### src/rtl/tx_source_arbiter.sv
// Round-robin grant scheduler for buffered TX messages feeding the slave FIFO writer.
// Adds enable masking, length sanity drop, a grant watchdog and an inter-message guard gap.
module tx_source_arbiter #(
   parameter int NUM_SOURCES = 4,
   parameter int MAX_LEN     = 255,
   parameter int WDOG_LIMIT  = 1024,
   parameter int GAP_CYCLES  = 2
) (
   input  logic                       CLK,
   input  logic                       RST,
   input  logic [NUM_SOURCES-1:0]     REQ,
   input  logic [NUM_SOURCES-1:0]     SRC_ENABLE,
   input  logic [NUM_SOURCES*8-1:0]   MSG_LEN_BUS,
   input  logic                       DONE,
   input  logic                       ERR_CLR,
   output logic                       GRANT_VALID,
   output logic [3:0]                 GRANT_ID,
   output logic [NUM_SOURCES-1:0]     GRANT_ONEHOT,
   output logic [7:0]                 GRANT_LEN,
   output logic [NUM_SOURCES-1:0]     DROP,
   output logic                       LEN_ERR,
   output logic                       WDOG_ERR,
   output logic [1:0]                 STATE_MON
);

   localparam int WDOG_W = (WDOG_LIMIT > 2) ? $clog2(WDOG_LIMIT) : 1;
   localparam int GAP_W  = (GAP_CYCLES > 2) ? $clog2(GAP_CYCLES) : 1;

   typedef enum logic [1:0] {
      ST_IDLE  = 2'd0,
      ST_GRANT = 2'd1,
      ST_GAP   = 2'd2
   } state_t;

   state_t                 state, state_n;
   logic [3:0]             ptr, ptr_n;
   logic [WDOG_W-1:0]      wdog_cnt, wdog_n;
   logic [GAP_W-1:0]       gap_cnt, gap_n;
   logic                   valid_q, valid_n;
   logic [3:0]             id_q, id_n;
   logic [7:0]             len_q, len_n;
   logic [NUM_SOURCES-1:0] drop_q, drop_n;
   logic                   len_err_q, len_err_n;
   logic                   wdog_err_q, wdog_err_n;

   logic [15:0]            elig_pad;
   logic [127:0]           len_pad;
   logic                   found;
   logic [3:0]             pick;
   logic [4:0]             idx;
   logic [7:0]             pick_len;

   function automatic logic len_bad(input logic [7:0] len);
      return (len == 8'd0) || (int'(len) > MAX_LEN);
   endfunction

   function automatic logic [NUM_SOURCES-1:0] onehot(input logic [3:0] id);
      logic [NUM_SOURCES-1:0] oh;
      for (int i = 0; i < NUM_SOURCES; i++)
         oh[i] = (id == 4'(i));
      return oh;
   endfunction

   // Pad to 16 sources so a 4-bit index always selects in range.
   assign elig_pad = 16'(REQ & SRC_ENABLE);
   assign len_pad  = 128'(MSG_LEN_BUS);
   assign pick_len = len_pad[{pick, 3'b000} +: 8];

   always_comb begin
      found = 1'b0;
      pick  = '0;
      idx   = '0;
      for (int i = 0; i < NUM_SOURCES; i++) begin
         idx = {1'b0, ptr} + 5'(i);
         if (idx > 5'(NUM_SOURCES - 1))
            idx = idx - 5'(NUM_SOURCES);
         if (!found && elig_pad[idx[3:0]]) begin
            found = 1'b1;
            pick  = idx[3:0];
         end
      end
   end

   always_comb begin
      state_n    = state;
      ptr_n      = ptr;
      wdog_n     = wdog_cnt;
      gap_n      = gap_cnt;
      valid_n    = valid_q;
      id_n       = id_q;
      len_n      = len_q;
      drop_n     = '0;
      len_err_n  = len_err_q & ~ERR_CLR;
      wdog_err_n = wdog_err_q & ~ERR_CLR;
      case (state)
         ST_IDLE: begin
            if (found) begin
               id_n  = pick;
               len_n = pick_len;
               ptr_n = (pick == 4'(NUM_SOURCES - 1)) ? 4'd0 : pick + 4'd1;
               if (len_bad(pick_len)) begin
                  drop_n    = onehot(pick);
                  len_err_n = 1'b1;
                  state_n   = ST_GAP;
               end else begin
                  valid_n = 1'b1;
                  wdog_n  = '0;
                  state_n = ST_GRANT;
               end
            end
         end
         ST_GRANT: begin
            // A DONE arriving on the timeout cycle still counts as a clean finish.
            if (DONE) begin
               valid_n = 1'b0;
               wdog_n  = '0;
               state_n = ST_GAP;
            end else if (wdog_cnt == WDOG_W'(WDOG_LIMIT - 1)) begin
               wdog_err_n = 1'b1;
               valid_n    = 1'b0;
               wdog_n     = '0;
               state_n    = ST_GAP;
            end else begin
               wdog_n = wdog_cnt + 1'b1;
            end
         end
         ST_GAP: begin
            if (gap_cnt == GAP_W'(GAP_CYCLES - 1)) begin
               gap_n   = '0;
               state_n = ST_IDLE;
            end else begin
               gap_n = gap_cnt + 1'b1;
            end
         end
         default: state_n = ST_IDLE;
      endcase
   end

   always_ff @(posedge CLK or posedge RST) begin
      if (RST) begin
         state      <= ST_IDLE;
         ptr        <= '0;
         wdog_cnt   <= '0;
         gap_cnt    <= '0;
         valid_q    <= 1'b0;
         id_q       <= '0;
         len_q      <= '0;
         drop_q     <= '0;
         len_err_q  <= 1'b0;
         wdog_err_q <= 1'b0;
      end else begin
         state      <= state_n;
         ptr        <= ptr_n;
         wdog_cnt   <= wdog_n;
         gap_cnt    <= gap_n;
         valid_q    <= valid_n;
         id_q       <= id_n;
         len_q      <= len_n;
         drop_q     <= drop_n;
         len_err_q  <= len_err_n;
         wdog_err_q <= wdog_err_n;
      end
   end

   assign GRANT_VALID  = valid_q;
   assign GRANT_ID     = id_q;
   assign GRANT_ONEHOT = valid_q ? onehot(id_q) : '0;
   assign GRANT_LEN    = len_q;
   assign DROP         = drop_q;
   assign LEN_ERR      = len_err_q;
   assign WDOG_ERR     = wdog_err_q;
   assign STATE_MON    = state;

endmodule

### config.mk
export PLATFORM = sky130hd
export DESIGN_NAME = tx_source_arbiter
export DESIGN_NICKNAME = d
export VERILOG_FILES = /design/src/rtl/tx_source_arbiter.sv
export SDC_FILE = /design/constraint.sdc
export NUM_CORES = 1
export LEC_CHECK = 0
export CAP_MARGIN = 20
export CORE_MARGIN = 2
export CORE_UTILIZATION = 45
export DETAILED_ROUTE_END_ITERATION = 10
export PLACE_DENSITY = 0.83
export SYNTH_ARGS = -nofsm -noshare
export SYNTH_HDL_FRONTEND = slang
export SYNTH_SLANG_ARGS = --single-unit
### constraint.sdc
create_clock -name CLK -period 11.1 [get_ports CLK]
set_clock_uncertainty 0.15 [all_clocks]
set_input_delay 2.22 -clock CLK [delete_from_list [all_inputs] [get_ports CLK]]
set_output_delay 2.22 -clock CLK [all_outputs]
set_load 0.05 [all_outputs]
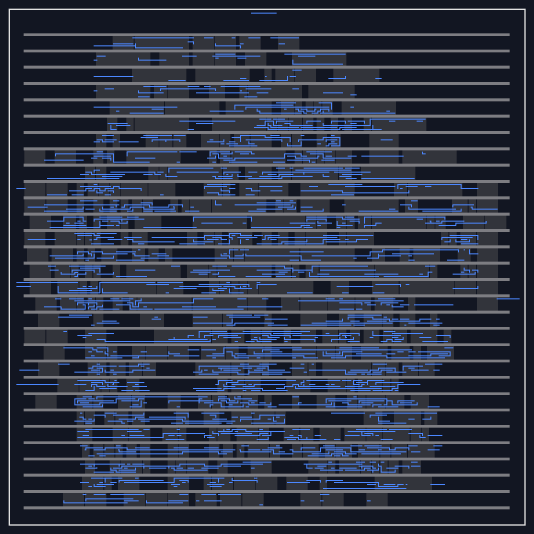
Figure 1: run 1, M1 wires.
Scale: 6 px per um. Supply wires on this layer in grey.
nets with wire on the layer: 419
wire length on this layer: 3320 um
longest straight run: 19.8 um
share of all routed wire: 45%

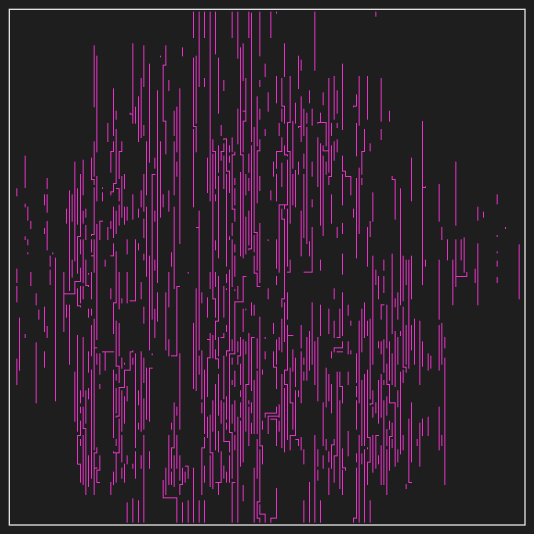
Figure 2: run 1, signal wires on met2.
Scale: 6 px per um.
wire length on this layer: 3640 um
nets with wire on the layer: 408
longest straight run: 32.0 um
main direction: vertical

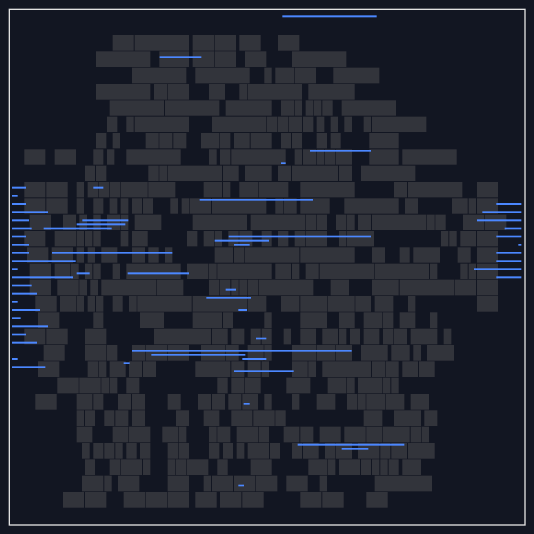
Figure 3: run 1, the metal 3 layer.
Scale: 6 px per um.
main direction: horizontal
longest straight run: 36.3 um

## run 1: sequential cells by signal, indices dropped and copies added, names as in the netlist, 2 cells and up
name,flops
wdog_cnt,10
GRANT_LEN,8
DROP,4
GRANT_ID,4
ptr,4
STATE_MON,2
## run 1: metal layers
layer / global-route usage, % / part of all wire [%] / up-vias
met5: 0 / 0 / -
li1: - / - / 1443
met3: 2.69 / 4.9 / 14
met1: 29.1 / 45 / 1349
met4: 6.93 / 1.7 / 0
met2: 36.5 / 49 / 81
## run 1: cell usage after synthesis (all sizes together), types with 5 or more instances
| master | count |
|---|---|
| inv | 23 |
| mux2i | 5 |
| and2 | 9 |
| and3 | 7 |
| o21a | 5 |
| ha | 16 |
| a21oi | 15 |
| dfrtp | 36 |
| or4 | 5 |
| xnor2 | 8 |
| a211oi | 11 |
| nand3 | 12 |
| o32a | 7 |
| o22ai | 9 |
| nor3 | 18 |
| nor4 | 5 |
| or3 | 9 |
| nand2 | 38 |
| nor2 | 31 |
| buf | 11 |
| o21ai | 28 |
| clkbuf | 10 |
## run 1: worst reg2reg max path: cells and delay by family (launching register included)
family | cells | cell delay, ps
DFF | 1 | 1030
adders and majority gates | 1 | 510
muxes | 1 | 270
AOI/OAI and AO/OA | 6 | 2280
and+or+nand+nor | 2 | 650
buffers and inverters | 3 | 660
## run 1: logic make-up (layout without fill, tap and decap cells)
group	count (synthesis)	after routing	share of synthesized area [%]
AND/OR/NAND/NOR	145	145	23.9
buffers and inverters	44	100	6.33
adder cells (fa/ha/maj)	16	16	6.66
flip-flops	36	36	30.0
XOR/XNOR	9	9	2.62
multiplexers	8	8	3.67
AND-OR/OR-AND	106	106	26.8
## run 1: per-stage QoR
step | hold WS [ps] | power [W] | instances
floorplan | 296 | 0.000810 | 364
global placement | 301 | 0.000964 | 489
detailed placement | 324 | 0.000986 | 489
CTS | 326 | 0.00108 | 497
global route | 350 | 0.00119 | 497
finish | 332 | 0.00108 | 497
## run 1: area by class of cell
type | count | area, sq um | share of cell area (%)
multi-input cells | 284 | 1910 | 50.6
repair buffers | 69 | 688 | 18.2
inverters | 23 | 86.3 | 2.29
flip-flops and latches | 36 | 901 | 23.8
clock inverters | 2 | 10.0 | 0.265
clock buffers | 6 | 82.6 | 2.19
well taps | 77 | 96.3 | 2.55
## run 1: where the power goes
group	leakage [nW]	switching (W)	internal (W)
clock	0.0510	0.0000473	0.0000495
sequential	0.473	0.0000522	0.000167
combinational	1.06	0.000490	0.000279
total	1.58	0.000589	0.000495
## run 1: path summary, 6_finish.rpt
check,from,end,slack [ps],cells after the start
worst max-delay path,SRC_ENABLE[0],wdog_cnt[7]$_DFFE_PP0P_,5070,12
worst min-delay path,gap_cnt$_DFFE_PP0N_,STATE_MON[1]$_DFFE_PP0P_,330,1
worst max register to register,ptr[0]$_DFFE_PP0P_,wdog_cnt[7]$_DFFE_PP0P_,5470,13
worst min register to register,gap_cnt$_DFFE_PP0N_,STATE_MON[1]$_DFFE_PP0P_,330,1
max in group asynchronous,RST,WDOG_ERR$_DFF_PP0_,8310,3
min in group asynchronous,RST,GRANT_ID[2]$_DFFE_PP0P_,2180,3
==> summary.txt, run 1 <==
fresh numbers from the pnr run: Buf/Inv on CP 2, mapped cell area 0.00300 sq mm, vias in the first global route 2814, RePlAce Congestion 0.862, Slew headroom 30.7%, Yosys warnings 0, Worst-Skew Late Latency 290 ps, Avg Vias per Cell 5.81, largest net degree at the start of global routing 37, CP Capture Type flop, Final Cycle Share 54.3%, Final Hold Viols 0, row count 29, Post-Syn Nets 424, final instance area 0.00378 sq mm, status complete, no violations, WL per Instance 15.0 um, Worst path max stage delay 530 ps, layout cell share with drive strength beyond 1 6.43%, Num CTS Buffers 5, Leak 1.58 nW, Cell Chain, Critical Path clkdlybuf4s50_1 -> nand2_1 -> mux4_2 -> a211o_1 -> a21bo_2 -> or4_4 -> o311ai_4 -> inv_2 -> mux2i_1 -> nand2_1 -> o31a_1 -> a31oi_4, Final #Nets 479, drt first pass iters 4, residual DRC count 0, Peak Freq 166 MHz, final setup vio count 0, clk sink count 36, initial antenna violation count 0, max-cap viol count 0, most used logic cell in the final layout clkdlybuf4s50_1, via count 2887, Routed Wire Length 7450 um, CTS tree yes, delay-heaviest family, CP AND-OR/OR-AND gates, slowest CP cell o31a_1, ys async rst share 100%, Slew @ Worst Pin 1040 ps, biggest area cells dfrtp_1, ha_1, nand2_1, hold buffer count at CTS 0, yosys stat area 0.00300 sq mm, fp util 47.0%, tool warning count 35, core footprint 0.00639 sq mm, CTS clk-pin slew, worst paths 70 ps, Fin Setup TNS 0 ps, GRT Overall Usage 21.7%, ys cells 364, Crit Path Class input port to flop, Tightest Hold Check Type flop to flop, Die Ht 85.7 um, maximum VDD drop 0.204 mV, Worst Path Max Fanout 23, unrepaired setup endpoints after global routing false, Max clock buf depth 2, post-CTS resize count 0, area grow syn2layout 25.7%, number of distinct library cells after synthesis 57, Slew Viols, Final 0, Crit path required time 11170 ps, Syn Area/Cell 8.25 sq um, Synth top area share 30.0%, DPL Wire Length 5630 um, die width 85.7 um, ANT nets after route 0
Figure 4. Routing congestion map (run 1).
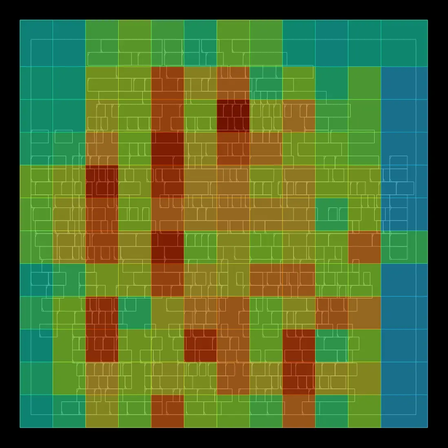

==> run 1 -> run 2 <==
- clock period: 11.1 -> 6.2 ns (I/O delays scaled with it)
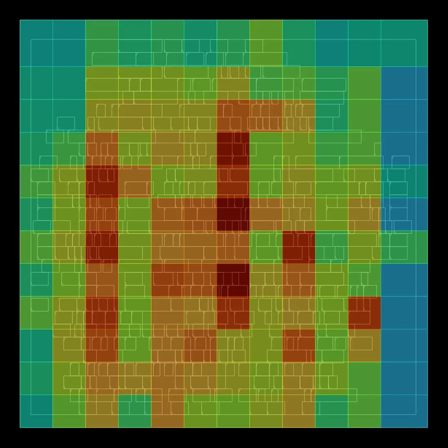
Figure 5: run 2, routing congestion map.
most used routing layer: met2
GRT Overall Usage: 22.1%
GRT met2 Usage: 37.1%
met1 Track Usage GR: 30.4%
Finished Core Util: 59.6%

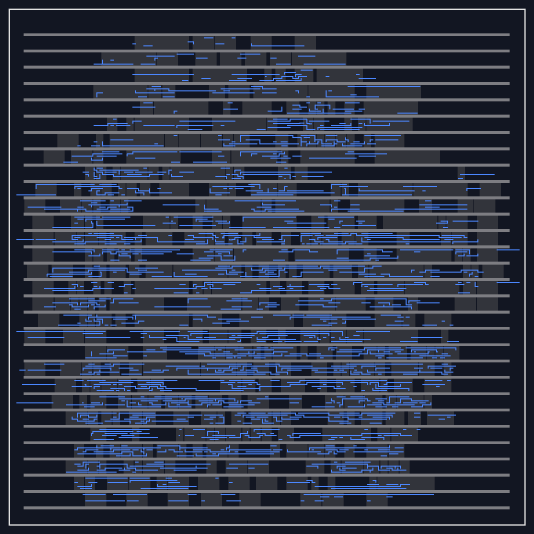
Figure 6: run 2, M1 wires.
Scale: 6 px per um. Supply wires on this layer in grey.
nets with wire on the layer: 423
longest straight run: 21.6 um
wire length on this layer: 3390 um

==> summary.txt, run 2 <==
fresh numbers from the pnr run: status complete, no violations, post-route insts no fill 498 (+0.20%), final setup vio count 0 (unchanged), hold buffer count at CTS 0 (unchanged), Die Size 0.00735 sq mm, unrepaired setup endpoints after global routing false, Final #Nets 480 (+0.21%), Routed Wire Length 7740 um (+4.0%), Tightest Hold Check Type flop to flop, CTS clk-pin slew, worst paths 70 ps (about the same), CP arrival 5450 ps, post-CTS resize count 0 (unchanged), Worst setup SP type flop, number of distinct library cells after synthesis 57 (unchanged), Initial DRC Count 155, input/output buffers 68, reg2reg start ptr[1]$_DFFE_PP0P_, ANT nets after route 0 (unchanged), number of antenna diodes 0, Ports 69, Worst Setup EP wdog_cnt[0]$_DFFE_PP0P_, residual DRC count 0 (unchanged), CTS tree yes, Post-synth EDFFs 0, H-tree depth 2, share of total power in sequential cells 18.1% (-2.1 points), core footprint 0.00639 sq mm (unchanged), biggest area cells dfrtp_1, ha_1, nand2_1, Clk pwr share 10.3% (+1.4 points), maximum VDD drop 0.299 mV (+46%), reg2reg path depth 15 (+2), Comb power frac 71.6% (+0.7 points), initial antenna violation count 0 (unchanged), Final min period 5470 ps, max-cap viol count 0 (unchanged), most frequent cells after synthesis nand2_1, dfrtp_1, nor2_1, Die Ht 85.7 um (unchanged), vias in the first global route 2782 (-1.1%), row count 29 (unchanged), Num CTS Buffers 5 (unchanged), main flop type dfrtp_1, Slew headroom 34.4% (+3.6 points), die width 85.7 um (unchanged), max reg flops 10 (unchanged), Reg2Reg Capture Point wdog_cnt[0]$_DFFE_PP0P_, Max clock buf depth 2 (unchanged), Most flops, register wdog_cnt, Post-Syn Nets 424 (unchanged), Worst Path Max Fanout 23 (unchanged), ys cells 364 (unchanged), Final Cycle Share 88.2%, Yosys warnings 0 (unchanged), drt first pass iters 5 (+1), Crit Path Class flop to flop, Synth top area share 30.0% (unchanged), Critical Path Start ptr[1]$_DFFE_PP0P_, clk sink count 36 (unchanged), R2R Setup Slk 730 ps (-4740 ps), Internal Power 0.000924 W (+87%), RePlAce Congestion 0.859 (-0.28%), fp util 47.0% (unchanged), Slew Viols, Final 0 (unchanged), sequential fraction of the synthesis area 30.0%, first-pass GRT wire length 13300 um, Power, Total 0.00201 W (+85%), ys async rst share 100% (unchanged), mapped cell area 0.00300 sq mm (unchanged), yosys stat area 0.00300 sq mm (unchanged), CTS Root Cell clkbuf_8, layout cell share with drive strength beyond 1 6.65% (+0.22 points), Peak Freq 183 MHz, Crit path required time 6190 ps (-4980 ps), Gate Count Post-Synth 364, Seq cells post-synth 36, Synth area leader dfrtp_1, DPL Wire Length 5810 um (+3.2%), Sw Ratio 53.9% (-0.41 points), most frequent cells in the layout clkdlybuf4s50_1, nand2_1, dfrtp_1, WL per Instance 15.6 um (+3.8%), Synth top cell by count nand2_1, net switching power 0.00108 W (+84%), largest net degree at the start of global routing 37 (unchanged), dpl cells 490 (+0.20%), most used logic cell in the final layout clkdlybuf4s50_1, Syn Area/Cell 8.25 sq um (unchanged), tool warning count 35 (unchanged), Avg Vias per Cell 6.02 (+3.6%), Worst-Skew Late Latency 300 ps (about the same), post-CTS setup buffers 0, Leak 1.59 nW (+0.50%), Fin Setup TNS 0 ps (unchanged), Slew @ Worst Pin 985 ps (-54.4 ps), grt ovf 0, Final Hold Viols 0 (unchanged), Power Density 527 mW/mm^2, CP Capture Type flop, area grow syn2layout 26.6%, via count 2997 (+3.8%)
==> run 2: cell counts after synthesis <==
Identical to the previous run, type by type.
==> run 2: worst min-delay path by stage <==
stage / to / depth (start not counted) / from / slack, ps
5_1_grt: LEN_ERR$_DFF_PP0_ / 1 / LEN_ERR$_DFF_PP0_ / 340
6_report: STATE_MON[1]$_DFFE_PP0P_ / 1 / gap_cnt$_DFFE_PP0N_ / 320
2_1_floorplan: STATE_MON[1]$_DFFE_PP0P_ / 1 / gap_cnt$_DFFE_PP0N_ / 300
3_3_place_gp: STATE_MON[1]$_DFFE_PP0P_ / 1 / gap_cnt$_DFFE_PP0N_ / 300
3_5_place_dp: STATE_MON[1]$_DFFE_PP0P_ / 1 / gap_cnt$_DFFE_PP0N_ / 310
4_1_cts: STATE_MON[1]$_DFFE_PP0P_ / 1 / gap_cnt$_DFFE_PP0N_ / 330
==> run 2: metrics by stage <==
stage	instance area [sq um]	setup WS [ps]	hold WS, ps	util (%)
global route	3800	420	343	59.6
global placement	3690	1040	302	57.8
detailed placement	3690	841	312	57.8
CTS	3800	834	328	59.6
finish	3800	733	320	59.6
floorplan	3000	2240	296	-
==> run 2: cells by family (layout without fill, tap and decap cells) <==
logic type | Yosys count | after routing | share of synthesized area, %
buffers and inverters | 44 | 101 | 6.33
AND-OR/OR-AND | 106 | 106 | 26.8
flip-flops | 36 | 36 | 30.0
AND/OR/NAND/NOR | 145 | 145 | 23.9
XOR/XNOR | 9 | 9 | 2.62
multiplexers | 8 | 8 | 3.67
adder cells (fa/ha/maj) | 16 | 16 | 6.66
==> run 2: per-layer routing <==
metal  up-vias  share of wire [%]  GRT usage [%]
li1       1447                  -              -
met1      1426                 44           30.4
met2       107                 49           37.1
met3        17                5.2           3.56
met4         0                1.6           4.33
met5         -                  0              0
==> run 2: power groups by stage <==
stage                     sequential [W]  clock, W  combinational [W]
after floorplan                 0.000490         0           0.000961
after global placement          0.000363         0            0.00137
after detailed placement        0.000365         0            0.00142
after CTS                       0.000362  0.000211            0.00142
after global routing            0.000371  0.000222            0.00157
final                           0.000363  0.000207            0.00144
==> run 2: cell type report <==
class                           count  area [sq um]
Inverter                           23          86.3
Clock inverter                      3          42.5
Timing Repair Buffer               70           696
Fill cell                         591          2580
Sequential cell                    36           901
Clock buffer                        5          68.8
Multi-Input combinational cell    284          1910
Tap cell                           77          96.3
==> run 2: worst max-delay path, stage by stage, from the launching register on <==
cell	delay, ps
dfrtp_1	680
ha_1	370
nand2_1	140
xnor2_1	160
ha_1	200
and2_1	140
o311ai_0	320
a211o_1	610
a21bo_2	380
or4_4	510
o311ai_4	190
inv_2	270
mux2i_1	190
nand2_1	160
o31a_1	620
mux2i_1	190
Power figures rest on the tool's default switching activity, not on a simulated workload.
